### src/rtl/wave_gen.sv
// Square-wave generator: r high for m units, low for n units, one unit = TICKS_PER_UNIT clocks.
// Optional WAVEGEN_PERIOD_PULSE_EN adds a one-cycle period_start pulse on every ON entry.
module wave_gen #(
    parameter int TICKS_PER_UNIT = 5,
    parameter int W              = 4
) (
    input  logic         clk,
    input  logic         reset,
    input  logic [W-1:0] m,
    input  logic [W-1:0] n,
    output logic         r
`ifdef WAVEGEN_PERIOD_PULSE_EN
    ,
    output logic         period_start
`endif
);

    localparam int TW = (TICKS_PER_UNIT > 1) ? $clog2(TICKS_PER_UNIT) : 1;
    localparam logic [TW-1:0] TICK_MAX = TW'(TICKS_PER_UNIT - 1);

    typedef enum logic [1:0] {
        IDLE = 2'd0,
        ON   = 2'd1,
        OFF  = 2'd2
    } state_t;

    state_t        state_q, state_d;
    logic [TW-1:0] tick_q, tick_d;
    logic [W-1:0]  unit_q, unit_d;
    logic [W-1:0]  len_q, len_d;
    logic          r_q, r_d;
    logic          last_tick;
    logic          phase_end;
    logic          enter;
    logic          pref_on;
    logic [W-1:0]  pref_len;
    logic [W-1:0]  alt_len;

    always_comb begin
        state_d   = state_q;
        tick_d    = tick_q;
        unit_d    = unit_q;
        len_d     = len_q;
        last_tick = (tick_q == TICK_MAX);
        phase_end = (state_q != IDLE) && last_tick && (unit_q == len_q - W'(1));
        enter     = (state_q == IDLE) || phase_end;
        // Preferred phase alternates; a zero-length phase is skipped.
        pref_on   = (state_q != ON);
        pref_len  = pref_on ? m : n;
        alt_len   = pref_on ? n : m;

        if (enter) begin
            tick_d = '0;
            unit_d = '0;
            if (pref_len != '0) begin
                state_d = pref_on ? ON : OFF;
                len_d   = pref_len;
            end else if (alt_len != '0) begin
                state_d = pref_on ? OFF : ON;
                len_d   = alt_len;
            end else begin
                state_d = IDLE;
                len_d   = '0;
            end
        end else if (last_tick) begin
            tick_d = '0;
            unit_d = unit_q + W'(1);
        end else begin
            tick_d = tick_q + TW'(1);
        end

        r_d = (state_d == ON);
    end

    always_ff @(posedge clk) begin
        if (reset) begin
            state_q <= IDLE;
            tick_q  <= '0;
            unit_q  <= '0;
            len_q   <= '0;
            r_q     <= 1'b0;
        end else begin
            state_q <= state_d;
            tick_q  <= tick_d;
            unit_q  <= unit_d;
            len_q   <= len_d;
            r_q     <= r_d;
        end
    end

    assign r = r_q;

`ifdef WAVEGEN_PERIOD_PULSE_EN
    logic ps_q, ps_d;

    always_comb begin
        ps_d = enter && (state_d == ON);
    end

    always_ff @(posedge clk) begin
        if (reset) begin
            ps_q <= 1'b0;
        end else begin
            ps_q <= ps_d;
        end
    end

    assign period_start = ps_q;
`endif

endmodule

### config.mk
export PLATFORM = sky130hd
export DESIGN_NAME = wave_gen
export DESIGN_NICKNAME = d
export VERILOG_FILES = /design/src/rtl/wave_gen.sv
export SDC_FILE = /design/constraint.sdc
export NUM_CORES = 1
export LEC_CHECK = 0
export CELL_PAD_IN_SITES_DETAIL_PLACEMENT = 2
export CELL_PAD_IN_SITES_GLOBAL_PLACEMENT = 2
export CORE_MARGIN = 5
export CORE_UTILIZATION = 35
export DETAILED_ROUTE_END_ITERATION = 16
export GPL_ROUTABILITY_DRIVEN = 1
export GPL_TIMING_DRIVEN = 0
export HOLD_SLACK_MARGIN = 0.02
export PLACE_DENSITY_LB_ADDON = 0.1
export SYNTH_ARGS = -nofsm -noshare
export SYNTH_HDL_FRONTEND = slang
export SYNTH_SLANG_ARGS = --single-unit
### constraint.sdc
create_clock -name clk -period 3.3 [get_ports clk]
set_input_delay 0.495 -clock clk [delete_from_list [all_inputs] [get_ports clk]]
set_output_delay 0.495 -clock clk [all_outputs]
set_load 0.03 [all_outputs]
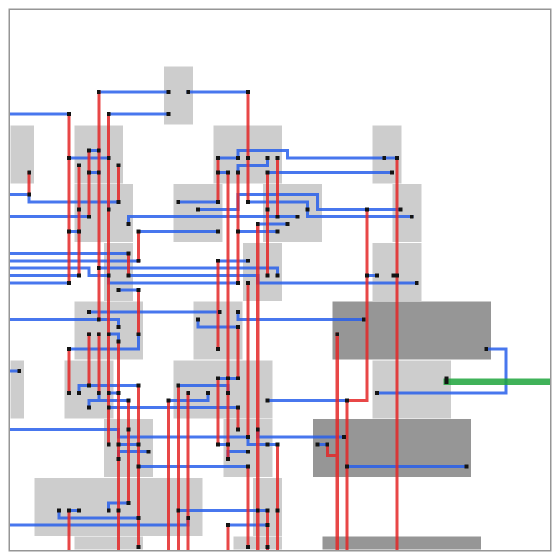
(run_1/zoom.png)
Region (32, 32) to (57, 57) µm. Cells in grey, sequential cells in the stronger grey; small squares are vias.
met1 -> blue
met3 -> green
met2 -> red
cells with their middle in the window = 22
sequential cells in the window = 2
most frequent = nor2_1 (3)
netlist names of flops here include = r (1), state_q (1)

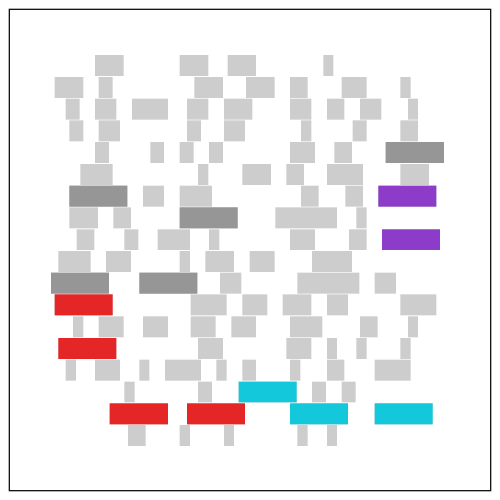
(run_1/registers.png)
Scale: 8 px per µm. Other sequential cells in the stronger grey, the rest of the logic in the fainter grey.
tick_q -> cyan  # flops 3
unit_q -> red  # flops 4, where south-west
state_q -> purple  # flops 2

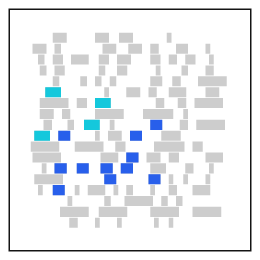
(run_1/gate_families.png)
Scale: 4 px per µm.
XOR/XNOR gates -> blue  # cells 11, most used xor2_1
multiplexers -> cyan  # cells 4, most used mux2_2, where west
logic share of the area: 0.533
Top cell excl fill/tap: dfxtp_1
Finished Layout Cells: 142

==> run notes, run 1 <==
run results: most frequent cells after synthesis=dfxtp_1, nor2_1, a21oi_1, inv_1, xor2_1, # DRC=0, status=complete, no violations, met2 WL post-DR=just under 1 mm, Area leader share=0.320, Worst-path clk slew=approximately 0.09 ns, Setup crit end=len_q[0], Synth top cell by count=dfxtp_1, Largest logic family=AND-OR/OR-AND gates, startpoint types=input port, Hold Buf Count CTS=0, Adders+Majority by Area=0.0572, worst relative slew slack=0.290, # Cells Yosys=between 90 and 100, routed wl met3=between 50 and 60 µm, GRT met3 Usage=0.0389, Syn Nets=between 100 and 150, register share of total power=0.439, Hold EP=tick_q[0], stage-log warning count=27, die width=~60 µm, Synth Cell Area=around 870 µm², max-slew violation count=0, power per cell area=just over 400 nW/µm², worst reg-to-reg setup slack=approximately 1.4 ns, Setup TNS Final=0 ns
==> inputs of run 2 (changes only) <==
CORE_UTILIZATION = 32   (was 35)
clock period = 2.2 ns   (was 3.3 ns; I/O delays follow)
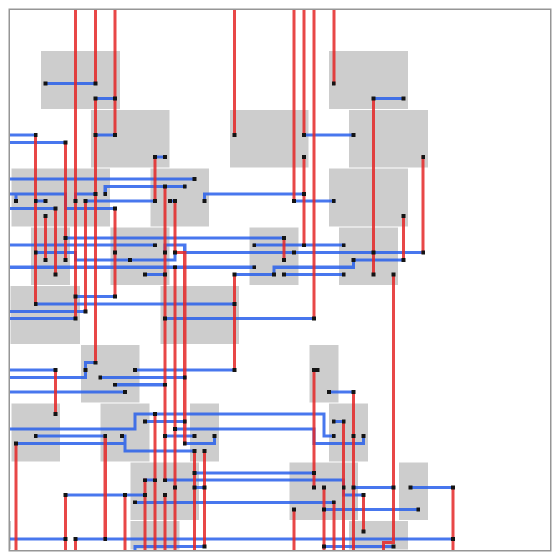
(run_2/zoom.png)
Region (34, 34) to (59, 59) µm. Cells in grey, sequential cells in the stronger grey; small squares are vias.
met1 -> blue
met2 -> red
most frequent = clkdlybuf4s50_1 (8), o31ai_1 (3), inv_1 (2)
sequential cells in the window = 0
cells with their middle in the window = 25

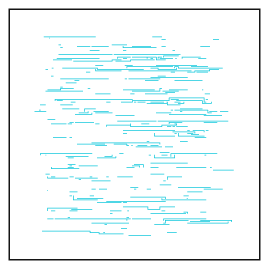
(run_2/met1.png)
Scale: 4 px per µm.
nets with wire on the layer = 120
main direction = horizontal
routed via count: 764
grt met1 use: 0.164
drt total wl: 2.12 mm

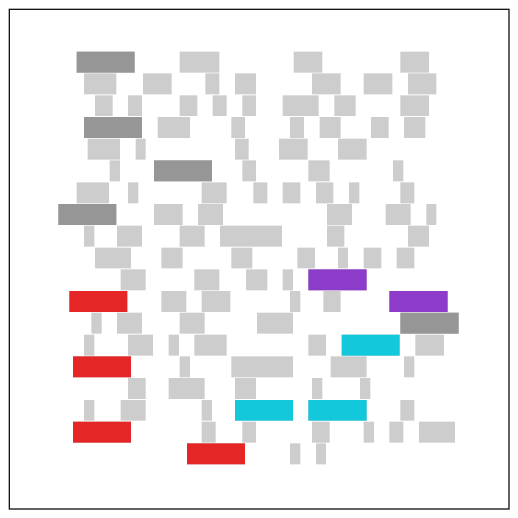
(run_2/registers.png)
Scale: 8 px per µm. Other sequential cells in the stronger grey, the rest of the logic in the fainter grey.
unit_q -> red  # flops 4, where south-west
state_q -> purple  # flops 2
tick_q -> cyan  # flops 3
not coloured = 5
Register Area: 280 µm²
Layout Utilization: 0.391
sequential cell area share: 0.267
Seq power: 0.000283 W

==> run notes, run 2 <==
run results: floorplan utilization=0.326, die width=62.3 µm (+3.8%), highest metal used=met4, sequential-to-total area share from yosys stat=0.320, # Cells Yosys=98 (unchanged), CP max FO=7, status=complete, no violations, startpoint types=input port, Synth Cell Area=875 µm² (unchanged), Hold Crit Class=reg2reg, worst relative slew slack=0.335 (+0.0450), critical path startpoint=m[3], GRT met3 Usage=0.0342 (-0.00464), Hold EP=tick_q[0], Largest logic family=AND-OR/OR-AND gates, # port buffers=10, Area leader share=0.320 (unchanged), antenna diode count=0, Adders+Majority by Area=0.0572 (unchanged), met2 Use GR=0.189, critical path depth=5, CTS tree=done, vias in the first global route=about 830, Critical R2R Capture=unit_q[2], Setup crit end=len_q[1], Syn Nets=112 (unchanged), power per cell area=613 nW/µm² (+50%), Top cell excl fill/tap=dfxtp_1, Setup TNS Final=0 ns (unchanged), Post-synth EDFFs=0, Synth top cell by count=dfxtp_1, Hold Buf Count CTS=0 (unchanged), Finished Layout Cells=143 (+0.70%), most frequent cells after synthesis=dfxtp_1, nor2_1, a21oi_1, inv_1, xor2_1, register share of total power=0.440 (about the same), most common logic cells in the final layout=dfxtp_1, nor2_1, clkdlybuf4s50_1, logic share of the area=0.533 (-0.000635), CP endpoint kind=flip-flop, clock tree buffer depth=2, met2 WL post-DR=1.01 mm (+3.3%), stage-log warning count=27 (unchanged)
Power figures rest on the tool's default switching activity, not on a simulated workload.
